### config.mk
export PLATFORM = sky130hd
export DESIGN_NAME = push_conditioner
export DESIGN_NICKNAME = d
export VERILOG_FILES = /design/src/rtl/push_conditioner_pkg.sv /design/src/rtl/push_key_channel.sv /design/src/rtl/push_conditioner.sv
export SDC_FILE = /design/constraint.sdc
export NUM_CORES = 1
export LEC_CHECK = 0
export CAP_MARGIN = 40
export CORE_MARGIN = 2
export CORE_UTILIZATION = 55
export DETAILED_ROUTE_END_ITERATION = 6
export DONT_BUFFER_PORTS = 1
export PLACE_DENSITY = 0.7
export SLEW_MARGIN = 30
export SYNTH_ARGS = -nofsm -noshare
export SYNTH_HDL_FRONTEND = slang
export SYNTH_SLANG_ARGS = --single-unit
### constraint.sdc
create_clock -name clk_clk -period 3.1 [get_ports clk_clk]
set_clock_uncertainty 0.15 [all_clocks]
set_input_delay 0.62 -clock clk_clk [delete_from_list [all_inputs] [get_ports clk_clk]]
set_output_delay 0.62 -clock clk_clk [all_outputs]
set_load 0.005 [all_outputs]
### src/rtl/push_conditioner_pkg.sv
// Shared types and sizing helpers for the push-button conditioner.
package push_conditioner_pkg;

   // Per-key event FSM states.
   typedef enum logic [1:0] {
      IDLE   = 2'd0,
      DELAY  = 2'd1,
      REPEAT = 2'd2
   } key_state_t;

   // Counter width able to hold 0 .. n-1.
   function automatic int unsigned cnt_w(input int unsigned n);
      return (n <= 1) ? 1 : $clog2(n);
   endfunction

   // Larger of two unsigned values, used to size the repeat counter.
   function automatic int unsigned max_u(input int unsigned a, input int unsigned b);
      return (a > b) ? a : b;
   endfunction

endpackage

### src/rtl/push_key_channel.sv
// One key: 2-flop synchroniser, stability debounce, press/release/repeat event FSM.
module push_key_channel
   import push_conditioner_pkg::*;
#(
   parameter int unsigned DEBOUNCE_CYCLES = 1000000,
   parameter int unsigned REPEAT_DELAY    = 25000000,
   parameter int unsigned REPEAT_PERIOD   = 5000000,
   parameter bit          REPEAT_EN       = 1'b1
) (
   input  logic clk,
   input  logic rst_n,
   input  logic key_n,
   output logic push,
   output logic press_pulse,
   output logic release_pulse,
   output logic repeat_pulse
);

   localparam int unsigned DB_W = cnt_w(DEBOUNCE_CYCLES);
   localparam int unsigned RC_W = cnt_w(max_u(REPEAT_DELAY, REPEAT_PERIOD));

   localparam logic [DB_W-1:0] DB_LAST = DB_W'(DEBOUNCE_CYCLES - 1);
   localparam logic [RC_W-1:0] RD_LAST = RC_W'(REPEAT_DELAY - 1);
   localparam logic [RC_W-1:0] RP_LAST = RC_W'(REPEAT_PERIOD - 1);

   logic            sync1_q, sync1_d;
   logic            sync2_q, sync2_d;
   logic            db_q, db_d;
   logic [DB_W-1:0] dcnt_q, dcnt_d;
   key_state_t      state_q, state_d;
   logic [RC_W-1:0] rcnt_q, rcnt_d;
   logic            press_q, press_d;
   logic            release_q, release_d;
   logic            repeat_q, repeat_d;
   logic            s_c;

   // Synchronised key level, 1 = pressed.
   assign s_c = ~sync2_q;

   // Synchroniser shift and debounce: accept a new level after it holds for DEBOUNCE_CYCLES samples.
   always_comb begin
      sync1_d = key_n;
      sync2_d = sync1_q;
      db_d    = db_q;
      dcnt_d  = '0;
      if (s_c != db_q) begin
         if (dcnt_q == DB_LAST) begin
            db_d = ~db_q;
         end else begin
            dcnt_d = dcnt_q + DB_W'(1);
         end
      end
   end

   // Event FSM: press on accepted rise, timed repeats while held, release on accepted fall.
   always_comb begin
      state_d   = state_q;
      rcnt_d    = rcnt_q;
      press_d   = 1'b0;
      release_d = 1'b0;
      repeat_d  = 1'b0;
      case (state_q)
         IDLE: begin
            if (db_q) begin
               press_d = 1'b1;
               rcnt_d  = '0;
               state_d = DELAY;
            end
         end
         DELAY: begin
            if (!db_q) begin
               release_d = 1'b1;
               rcnt_d    = '0;
               state_d   = IDLE;
            end else if (REPEAT_EN) begin
               if (rcnt_q == RD_LAST) begin
                  repeat_d = 1'b1;
                  rcnt_d   = '0;
                  state_d  = REPEAT;
               end else begin
                  rcnt_d = rcnt_q + RC_W'(1);
               end
            end
         end
         REPEAT: begin
            if (!db_q) begin
               release_d = 1'b1;
               rcnt_d    = '0;
               state_d   = IDLE;
            end else if (rcnt_q == RP_LAST) begin
               repeat_d = 1'b1;
               rcnt_d   = '0;
            end else begin
               rcnt_d = rcnt_q + RC_W'(1);
            end
         end
         default: begin
            rcnt_d  = '0;
            state_d = IDLE;
         end
      endcase
   end

   // State registers; sync flops reset to the released level.
   always_ff @(posedge clk or negedge rst_n) begin
      if (!rst_n) begin
         sync1_q   <= 1'b1;
         sync2_q   <= 1'b1;
         db_q      <= 1'b0;
         dcnt_q    <= '0;
         state_q   <= IDLE;
         rcnt_q    <= '0;
         press_q   <= 1'b0;
         release_q <= 1'b0;
         repeat_q  <= 1'b0;
      end else begin
         sync1_q   <= sync1_d;
         sync2_q   <= sync2_d;
         db_q      <= db_d;
         dcnt_q    <= dcnt_d;
         state_q   <= state_d;
         rcnt_q    <= rcnt_d;
         press_q   <= press_d;
         release_q <= release_d;
         repeat_q  <= repeat_d;
      end
   end

   assign push          = db_q;
   assign press_pulse   = press_q;
   assign release_pulse = release_q;
   assign repeat_pulse  = repeat_q;

endmodule

### src/rtl/push_conditioner.sv
// Conditions N_KEYS board push-buttons into a debounced PIO level plus event pulses.
module push_conditioner
   import push_conditioner_pkg::*;
#(
   parameter int unsigned N_KEYS          = 4,
   parameter int unsigned DEBOUNCE_CYCLES = 1000000,
   parameter int unsigned REPEAT_DELAY    = 25000000,
   parameter int unsigned REPEAT_PERIOD   = 5000000,
   parameter bit          REPEAT_EN       = 1'b1
) (
   input  logic              clk_clk,
   input  logic              reset_reset_n,
   input  logic [N_KEYS-1:0] key_n,
   output logic [N_KEYS-1:0] push_export,
   output logic [N_KEYS-1:0] press_pulse,
   output logic [N_KEYS-1:0] release_pulse,
   output logic [N_KEYS-1:0] repeat_pulse
);

   // One independent channel per key.
   for (genvar g = 0; g < int'(N_KEYS); g++) begin : g_key
      push_key_channel #(
         .DEBOUNCE_CYCLES (DEBOUNCE_CYCLES),
         .REPEAT_DELAY    (REPEAT_DELAY),
         .REPEAT_PERIOD   (REPEAT_PERIOD),
         .REPEAT_EN       (REPEAT_EN)
      ) u_ch (
         .clk           (clk_clk),
         .rst_n         (reset_reset_n),
         .key_n         (key_n[g]),
         .push          (push_export[g]),
         .press_pulse   (press_pulse[g]),
         .release_pulse (release_pulse[g]),
         .repeat_pulse  (repeat_pulse[g])
      );
   end

endmodule

==> out/qor.txt <==
Outcome: finished with violations
Failing checks: hold timing
Synth Cell Area: 11000 µm²
Hold_ws: -0.345 ns
Clock sink total: 212
Clock buffers: 38
Dpl cell area: 11200 µm²
Pwr top: registers
Vias in the first global route: 8134
GR met3 Demand/Resource: 2.96%
CTS Buf Count: 24
Row count: 51
Sequential cell area share: 44.4%
Slew HR: 52.0%
Combinational power: 0.0501 mW
Final instance area: 12000 µm²
GR Util met2: 33.6%
Core Box Area: 19500 µm²
Largest regs: g_key.u_ch.rcnt_q x100, g_key.u_ch.dcnt_q x80, g_key.u_ch.state_q x8
Biggest Area Class: flip-flops and latches
Flops: 212
Most instantiated logic cells after routing: 204 x dfrtp_1, 137 x nor2_1, 122 x nand2_1, 78 x nand3_1, 77 x a31oi_1
Fin. Hold Viols: 204
Post-synth EDFFs: 0
CP Buf/Inv Count: 0
Power consumption: 5.60 mW
Commonest cells in the netlist: 204 x dfrtp_1, 137 x nor2_1, 122 x nand2_1
Worst VDD drop: 0.385 mV
Filler Cells Inserted: 1662
P_int: 4.45 mW
Post-synthesis sequential area ratio: 48.5%
Total Routing Usage GR: 20.8%
CP max stage delay: 0.53 ns
Seq power: 2.81 mW
Hold crit path type: input pin to asynchronous set/reset pin
Met1 usage: 30.0%
Sequential standard cell area: 5320 µm²
Grt ovf: 0
Leak: 4.90 nW
H-tree depth: 1
DR WL/cell: 15.0 µm
Post-route insts no fill: 1458
Top cells, area: dfrtp_1 47%, nor2_1 4.7%, a31oi_1 4.4%
Antenna-violating nets left: 0
Via count: 8492
Postcts setup bufs: 0
Final Max Tran Viols: 0
Chip Area, Yosys: 11000 µm²
Fmax: 360 MHz
Top cell excl fill/tap: dfrtp_1
Clock power share: 49.0%
Layout cells sized above 1: 6.87%
Post-synthesis instance total: 1186
Top FF cell, synth: dfrtp_1
RSZ-0062 raised after global routing: false
Placed cells: 1409
Metal1 wirelength: 10600 µm
Switching share of power: 20.6%
Registers, synthesis: 212
Inverters: 33
Met3 wire len: 713 µm
Hold_buf cts: 4
Post-DP HPWL: 14000 µm
Max reg flops: 100
Simple-Gate Area Share: 24.9%
Buffer share of cell area: 1.73%
Non-clk bufs: 25
Initial antenna violation count: 0
CTS resizes: 0
-- worst reg2reg max path, delay by kind of cell (launching register included) --
family,cells,cell delay (ns)
and+or+nand+nor,3,1.30
AOI/OAI and AO/OA,3,0.77
DFF,1,0.43
-- final timing paths --
kind / end / slack (ns) / cells past startpoint
max: g_key[0].u_ch.rcnt_q[23] / 0.32 / 6
min: g_key[1].u_ch.press_pulse / -0.35 / 0
max reg2reg: g_key[0].u_ch.rcnt_q[23] / 0.32 / 6
min reg2reg: g_key[3].u_ch.sync2_q / 0.20 / 0
max in group asynchronous: g_key[2].u_ch.sync2_q / 2.67 / 0
min in group clk_clk: g_key[3].u_ch.sync2_q / 0.20 / 0
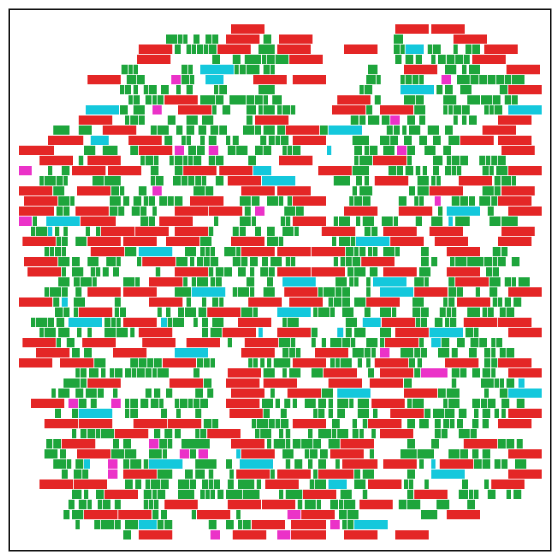
Fig. 1. Cells coloured by class.
- green: remaining logic cells (cells 912; share of their area 46%)
- magenta: remaining buffers and delay cells (cells 25; share of their area 1.8%)
- cyan: clock drivers and dummy loads (cells 44; share of their area 6.7%)
- red: registers (cells 212; share of their area 46%)

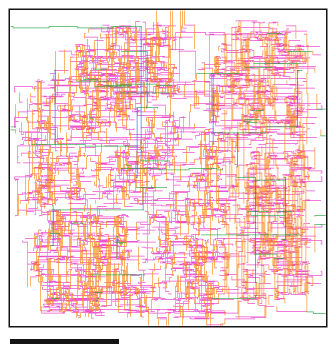
Fig. 2. Signal wires by layer.
Bar = 50 µm.
- blue: M4 (wire length 340 µm)
- green: M3 (wire length 714 µm)
- magenta: M1 (wire length 10600 µm)
- orange: M2 (wire length 10100 µm)

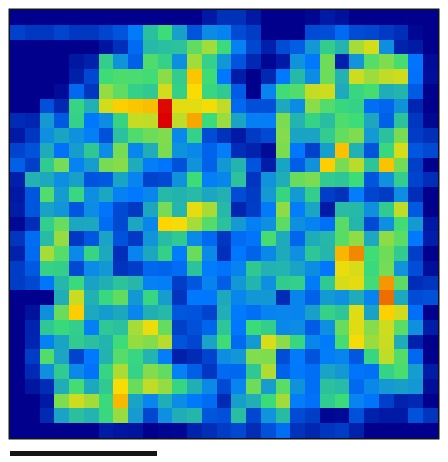
Fig. 3. Signal metal coverage by tile.
Bar = 50 µm. The die is cut into 29 by 29 equal tiles; dark blue is low, red is high, scaled to the fullest tile. Values are wire area over tile area, all layers added.
- mean over tiles: 0.16
- tiles over half the peak: 19%
- nearly empty tiles: 11%

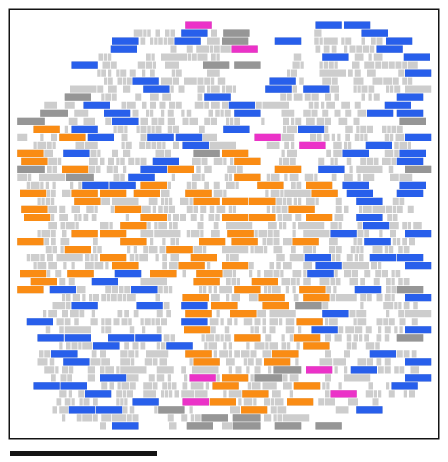
Fig. 4. Where the registers sit.
Bar = 50 µm. Other sequential cells in the stronger grey, the rest of the logic in the fainter grey.
- magenta: g_key.u_ch.state_q (sequential cells 8)
- orange: g_key.u_ch.dcnt_q (sequential cells 80)
- blue: g_key.u_ch.rcnt_q (sequential cells 100; where all over the die)

Power figures rest on the tool's default switching activity, not on a simulated workload.
